File: src/rtl/fb_writer_if.sv
// Pixel-stream and frame-buffer RAM write bundle for fb_writer.
// The producer (master) drives start/pixels; fb_writer (slave) drives RAM writes and status.
interface fb_writer_if;
    logic        start;
    logic [7:0]  pix_data;
    logic        pix_valid;
    logic        pix_ready;
    logic        wren;
    logic [16:0] wraddress;
    logic [31:0] data;
    logic        busy;
    logic        done;

    modport master (
        output start, pix_data, pix_valid,
        input  pix_ready, wren, wraddress, data, busy, done
    );

    modport slave (
        input  start, pix_data, pix_valid,
        output pix_ready, wren, wraddress, data, busy, done
    );
endinterface

File: src/rtl/fb_writer.sv
// Packs a byte stream little-endian into 32-bit words and writes one frame
// of FRAME_WORDS words to consecutive RAM addresses starting at BASE_ADDR.
module fb_writer #(
    parameter int FRAME_WORDS = 19200,
    parameter int BASE_ADDR   = 0
) (
    input  logic         clk,
    input  logic         reset,
    fb_writer_if.slave   bus
);

    localparam int              IDX_W    = (FRAME_WORDS > 1) ? $clog2(FRAME_WORDS) : 1;
    localparam logic [IDX_W-1:0] LAST_IDX = IDX_W'(FRAME_WORDS - 1);
    localparam logic [16:0]     BASE_A   = 17'(BASE_ADDR);

    typedef enum logic [1:0] {
        IDLE    = 2'd0,
        COLLECT = 2'd1,
        WRITE   = 2'd2,
        DONE    = 2'd3
    } state_t;

    state_t            r_state;
    state_t            w_next_state;
    logic [IDX_W-1:0]  r_word_idx;
    logic [IDX_W-1:0]  w_next_word_idx;
    logic [1:0]        r_byte_cnt;
    logic [1:0]        w_next_byte_cnt;
    logic [31:0]       r_word;
    logic [31:0]       w_next_word;
    logic [16:0]       r_wraddress;
    logic [16:0]       w_next_wraddress;
    logic [31:0]       r_data;
    logic [31:0]       w_next_data;
    logic              r_pix_ready;
    logic              r_wren;
    logic              r_busy;
    logic              r_done;
    logic              w_accept;

    // pix_ready is a register that mirrors COLLECT, so acceptance needs no state decode
    assign w_accept = r_pix_ready & bus.pix_valid;

    // State register
    always_ff @(posedge clk) begin
        if (!reset) begin
            r_state <= IDLE;
        end else begin
            r_state <= w_next_state;
        end
    end

    // Next-state, word assembly and next output values
    always_comb begin
        w_next_state     = r_state;
        w_next_word_idx  = r_word_idx;
        w_next_byte_cnt  = r_byte_cnt;
        w_next_word      = r_word;
        w_next_wraddress = r_wraddress;
        w_next_data      = r_data;
        case (r_state)
            IDLE: begin
                if (bus.start) begin
                    w_next_state    = COLLECT;
                    w_next_word_idx = '0;
                    w_next_byte_cnt = 2'd0;
                end else begin
                    w_next_state    = IDLE;
                end
            end
            COLLECT: begin
                if (w_accept) begin
                    w_next_word[{r_byte_cnt, 3'b000} +: 8] = bus.pix_data;
                    if (r_byte_cnt == 2'd3) begin
                        // Address and data are latched here so they hold after WRITE
                        w_next_state     = WRITE;
                        w_next_byte_cnt  = 2'd0;
                        w_next_wraddress = BASE_A + 17'(r_word_idx);
                        w_next_data      = {bus.pix_data, r_word[23:0]};
                    end else begin
                        w_next_byte_cnt  = r_byte_cnt + 2'd1;
                    end
                end else begin
                    w_next_state = COLLECT;
                end
            end
            WRITE: begin
                if (r_word_idx == LAST_IDX) begin
                    w_next_state    = DONE;
                end else begin
                    w_next_state    = COLLECT;
                    w_next_word_idx = r_word_idx + IDX_W'(1);
                end
            end
            DONE: begin
                w_next_state = IDLE;
            end
            default: begin
                w_next_state = IDLE;
            end
        endcase
    end

    // Datapath and registered outputs, decoded from the next state
    always_ff @(posedge clk) begin
        if (!reset) begin
            r_word_idx  <= '0;
            r_byte_cnt  <= 2'd0;
            r_word      <= 32'd0;
            r_wraddress <= 17'd0;
            r_data      <= 32'd0;
            r_pix_ready <= 1'b0;
            r_wren      <= 1'b0;
            r_busy      <= 1'b0;
            r_done      <= 1'b0;
        end else begin
            r_word_idx  <= w_next_word_idx;
            r_byte_cnt  <= w_next_byte_cnt;
            r_word      <= w_next_word;
            r_wraddress <= w_next_wraddress;
            r_data      <= w_next_data;
            r_pix_ready <= (w_next_state == COLLECT);
            r_wren      <= (w_next_state == WRITE);
            r_busy      <= (w_next_state == COLLECT) || (w_next_state == WRITE);
            r_done      <= (w_next_state == DONE);
        end
    end

    assign bus.pix_ready = r_pix_ready;
    assign bus.wren      = r_wren;
    assign bus.wraddress = r_wraddress;
    assign bus.data      = r_data;
    assign bus.busy      = r_busy;
    assign bus.done      = r_done;

endmodule

File: src/flat_wrapper.sv
// flat-port wrapper written by rule: the top's interface ports become plain ports
module fb_writer_flat 
#(
    parameter int FRAME_WORDS = 19200,
    parameter int BASE_ADDR   = 0
)
  (clk, reset, bus_start, bus_pix_data, bus_pix_valid, bus_pix_ready, bus_wren, bus_wraddress, bus_data, bus_busy, bus_done);
  fb_writer_if bus_i ();
  input  logic clk;
  input  logic reset;
  input wire logic [$bits(bus_i.start)-1:0] bus_start;
  input wire logic [$bits(bus_i.pix_data)-1:0] bus_pix_data;
  input wire logic [$bits(bus_i.pix_valid)-1:0] bus_pix_valid;
  output wire logic [$bits(bus_i.pix_ready)-1:0] bus_pix_ready;
  output wire logic [$bits(bus_i.wren)-1:0] bus_wren;
  output wire logic [$bits(bus_i.wraddress)-1:0] bus_wraddress;
  output wire logic [$bits(bus_i.data)-1:0] bus_data;
  output wire logic [$bits(bus_i.busy)-1:0] bus_busy;
  output wire logic [$bits(bus_i.done)-1:0] bus_done;
  assign bus_i.start = bus_start;
  assign bus_i.pix_data = bus_pix_data;
  assign bus_i.pix_valid = bus_pix_valid;
  assign bus_pix_ready = bus_i.pix_ready;
  assign bus_wren = bus_i.wren;
  assign bus_wraddress = bus_i.wraddress;
  assign bus_data = bus_i.data;
  assign bus_busy = bus_i.busy;
  assign bus_done = bus_i.done;
  fb_writer #(.FRAME_WORDS(FRAME_WORDS), .BASE_ADDR(BASE_ADDR)) u_core (.clk(clk), .reset(reset), .bus(bus_i));
endmodule
File: config.mk
export PLATFORM = sky130hd
export DESIGN_NAME = fb_writer_flat
export DESIGN_NICKNAME = d
export VERILOG_FILES = /design/src/rtl/fb_writer_if.sv /design/src/rtl/fb_writer.sv /design/src/flat_wrapper.sv
export SDC_FILE = /design/constraint.sdc
export NUM_CORES = 1
export LEC_CHECK = 0
export ABC_AREA = 1
export CAP_MARGIN = 30
export CORE_MARGIN = 5
export CORE_UTILIZATION = 30
export DETAILED_ROUTE_END_ITERATION = 12
export HOLD_SLACK_MARGIN = 0.05
export PLACE_DENSITY = 0.56
export REMOVE_ABC_BUFFERS = 1
export SLEW_MARGIN = 40
export SYNTH_ARGS = -nofsm -noshare
export SYNTH_HDL_FRONTEND = slang
export SYNTH_SLANG_ARGS = --single-unit
File: constraint.sdc
create_clock -name clk -period 2.91 [get_ports clk]
set_clock_uncertainty 0.1 [all_clocks]
set_input_delay 0.582 -clock clk [delete_from_list [all_inputs] [get_ports clk]]
set_output_delay 0.582 -clock clk [all_outputs]
set_load 0.01 [all_outputs]
Figure 1. Cell outlines without signal wires.
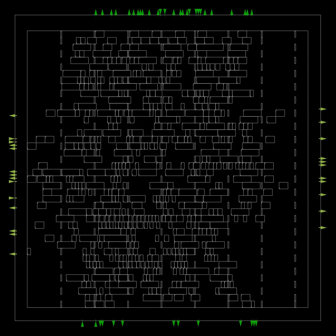
tapcells inserted: 176
number of rows in the core area: 42
area of the core: 0.01324 mm²
register share of the cell area: 0.3700

Figure 2. A small window of the routed layout.
Region (48, 48) to (78, 78) µm. Cells in grey, sequential cells in the stronger grey; small squares are vias.
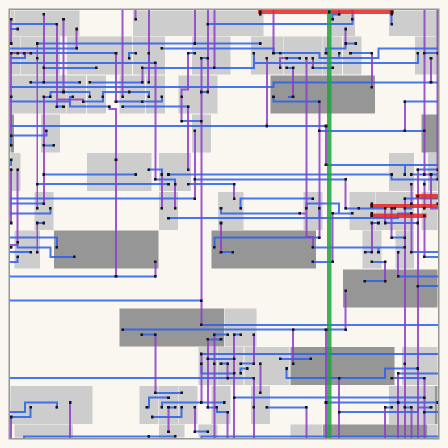
M1: in blue. M2: in purple. M3: in red. M4: in green.
Netlist names of flops here include u_core.r_word (3), u_core.r_word_idx (2). 52 logic cells have their middle in the window. Sequential cells in the window: 6. Most frequent: nand2_1 (8), dfxtp_1 (6).

Figure 3. Signal wires by layer.
(3 px per µm) Only two layers are drawn.
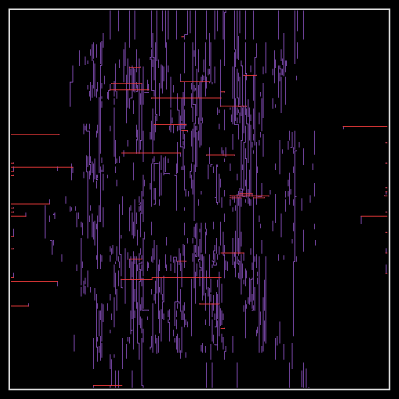
M2: in purple, wire length 4200 µm. M3: in red, wire length 311 µm.

Figure 4. Wiring heat map.
(2 px per µm) 25 x 25 tiles, from dark purple (low) to yellow (high), scaled to the fullest tile. Values are wire area over tile area, all layers added.
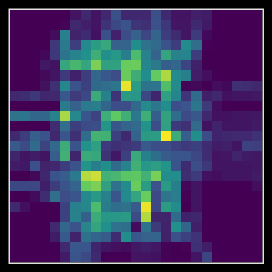
The emptiest ninth of the die: lower right. 27% of the tiles are nearly empty. 13% of the tiles are over half the peak. The fullest tile reaches 0.45. The mean over all tiles is 0.095.
routed vias: 3493
overall track demand over capacity in global routing: 0.1247

Figure 5. Gate-type map.
(3 px per µm)
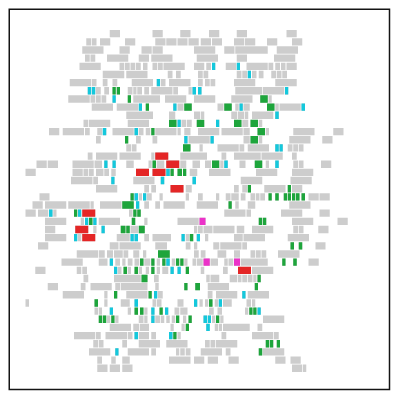
fa/ha/maj cells: in red, cells 9. inv cells: in cyan, cells 65. nor cells: in green, cells 86. and/or cells: in magenta, cells 3.

==> flow_summary.html <==
<h2>Implementation results</h2>
<table>
<tr><th>Metric</th><th>Value</th></tr>
<tr><th colspan="2">Timing</th></tr>
<tr><td>Count of pins over their slew limit</td><td>0</td></tr>
<tr><td>Fmax</td><td>459.9 MHz</td></tr>
<tr><td>Post-Route Hold Slack</td><td>around 0.35 ns</td></tr>
<tr><td>Final critical-path share of the clock period</td><td>0.7472</td></tr>
<tr><td>Setup total negative slack</td><td>0 ns</td></tr>
<tr><td>Final Hold Viols</td><td>0</td></tr>
<tr><td>Worst slew margin relative to its limit</td><td>0.4390</td></tr>
<tr><td>Final setup violation count</td><td>0</td></tr>
<tr><th colspan="2">Logic synthesis</th></tr>
<tr><td>Simple-gate portion of the synthesized area</td><td>0.2285</td></tr>
<tr><td>Register share after synthesis</td><td>0.4645</td></tr>
<tr><td>Main synth FF type</td><td>dfxtp_1</td></tr>
<tr><td>Library cells used by synthesis</td><td>34</td></tr>
<tr><th colspan="2">Cells and area</th></tr>
<tr><td>Post-route cell area</td><td>~0.0051 mm²</td></tr>
<tr><td>Dominant class by area</td><td>sequential cells</td></tr>
<tr><td>Share of cell area taken by multi-input logic gates</td><td>0.3498</td></tr>
<tr><td>Most common cell after layout, fill and taps aside</td><td>dfxtp_1</td></tr>
<tr><td>Nets</td><td>607</td></tr>
<tr><th colspan="2">Placed design</th></tr>
<tr><td>Post-Place Cell Area</td><td>approximately 0.0048 mm²</td></tr>
<tr><td>Input/output buffers</td><td>about 62</td></tr>
<tr><th colspan="2">Detailed routing</th></tr>
<tr><td>Number of nets with antenna violations after routing</td><td>0</td></tr>
<tr><td>DRT Wirelength</td><td>9692 µm</td></tr>
<tr><td>Length of routed wiring on met1</td><td>between 4000 and 5000 µm</td></tr>
<tr><td>Average wire per standard cell</td><td>about 13 µm</td></tr>
<tr><td>DRT iter0 DRCs</td><td>roughly 190</td></tr>
<tr><td>Iteration tally of the first detailed-router pass</td><td>4</td></tr>
<tr><th colspan="2">Floorplanning</th></tr>
<tr><td>Chip Width</td><td>126.2 µm</td></tr>
<tr><td>Pre-placement core utilization</td><td>0.3059</td></tr>
<tr><td>Height of the die</td><td>126.2 µm</td></tr>
<tr><td>Chip area</td><td>about 0.016 mm²</td></tr>
<tr><th colspan="2">Status</th></tr>
<tr><td>Status</td><td>completed</td></tr>
<tr><th colspan="2">CTS</th></tr>
<tr><td>H-tree level count</td><td>3</td></tr>
<tr><th colspan="2">Worst hold path</th></tr>
<tr><td>Hold path cells</td><td>2</td></tr>
<tr><td>Worst min path class</td><td>reg -&gt; reg</td></tr>
<tr><th colspan="2">Worst setup path</th></tr>
<tr><td>Startpoint type of the worst setup path</td><td>primary input</td></tr>
<tr><td>Reg2Reg Capture Point</td><td>u_core.bus.data[6]$_SDFFE_PN0P_</td></tr>
<tr><th colspan="2">GRT</th></tr>
<tr><td>Maximum number of pins on one net before global-route repair</td><td>68</td></tr>
<tr><td>Vias in the first global route</td><td>3381</td></tr>
</table>
==> registers in the layout (all words and copies together), names as in the netlist <==
register / flops
u_core.bus.wraddress: 15
u_core.bus.wren: 1
u_core.r_word: 24
u_core.bus.pix_ready: 1
u_core.bus.done: 1
u_core.bus.busy: 1
u_core.r_byte_cnt: 2
u_core.r_state: 2
u_core.r_word_idx: 15
u_core.bus.data: 32
==> power by group <==
part	internal, W	switching [W]
logic	0.0000717	0.000141
registers	0.00131	0.0000154
clock network	0.000672	0.000507
total	0.00205	0.000663
==> cells by family (layout without fill, tap and decap cells) <==
kind of cell,count (synthesis),in the layout
AOI/OAI and AO/OA,134,134
adders and majority gates,9,9
buffers and inverters,94,149
DFF,94,94
other,1,2
and+or+nand+nor,203,203
Power figures rest on the tool's default switching activity, not on a simulated workload.
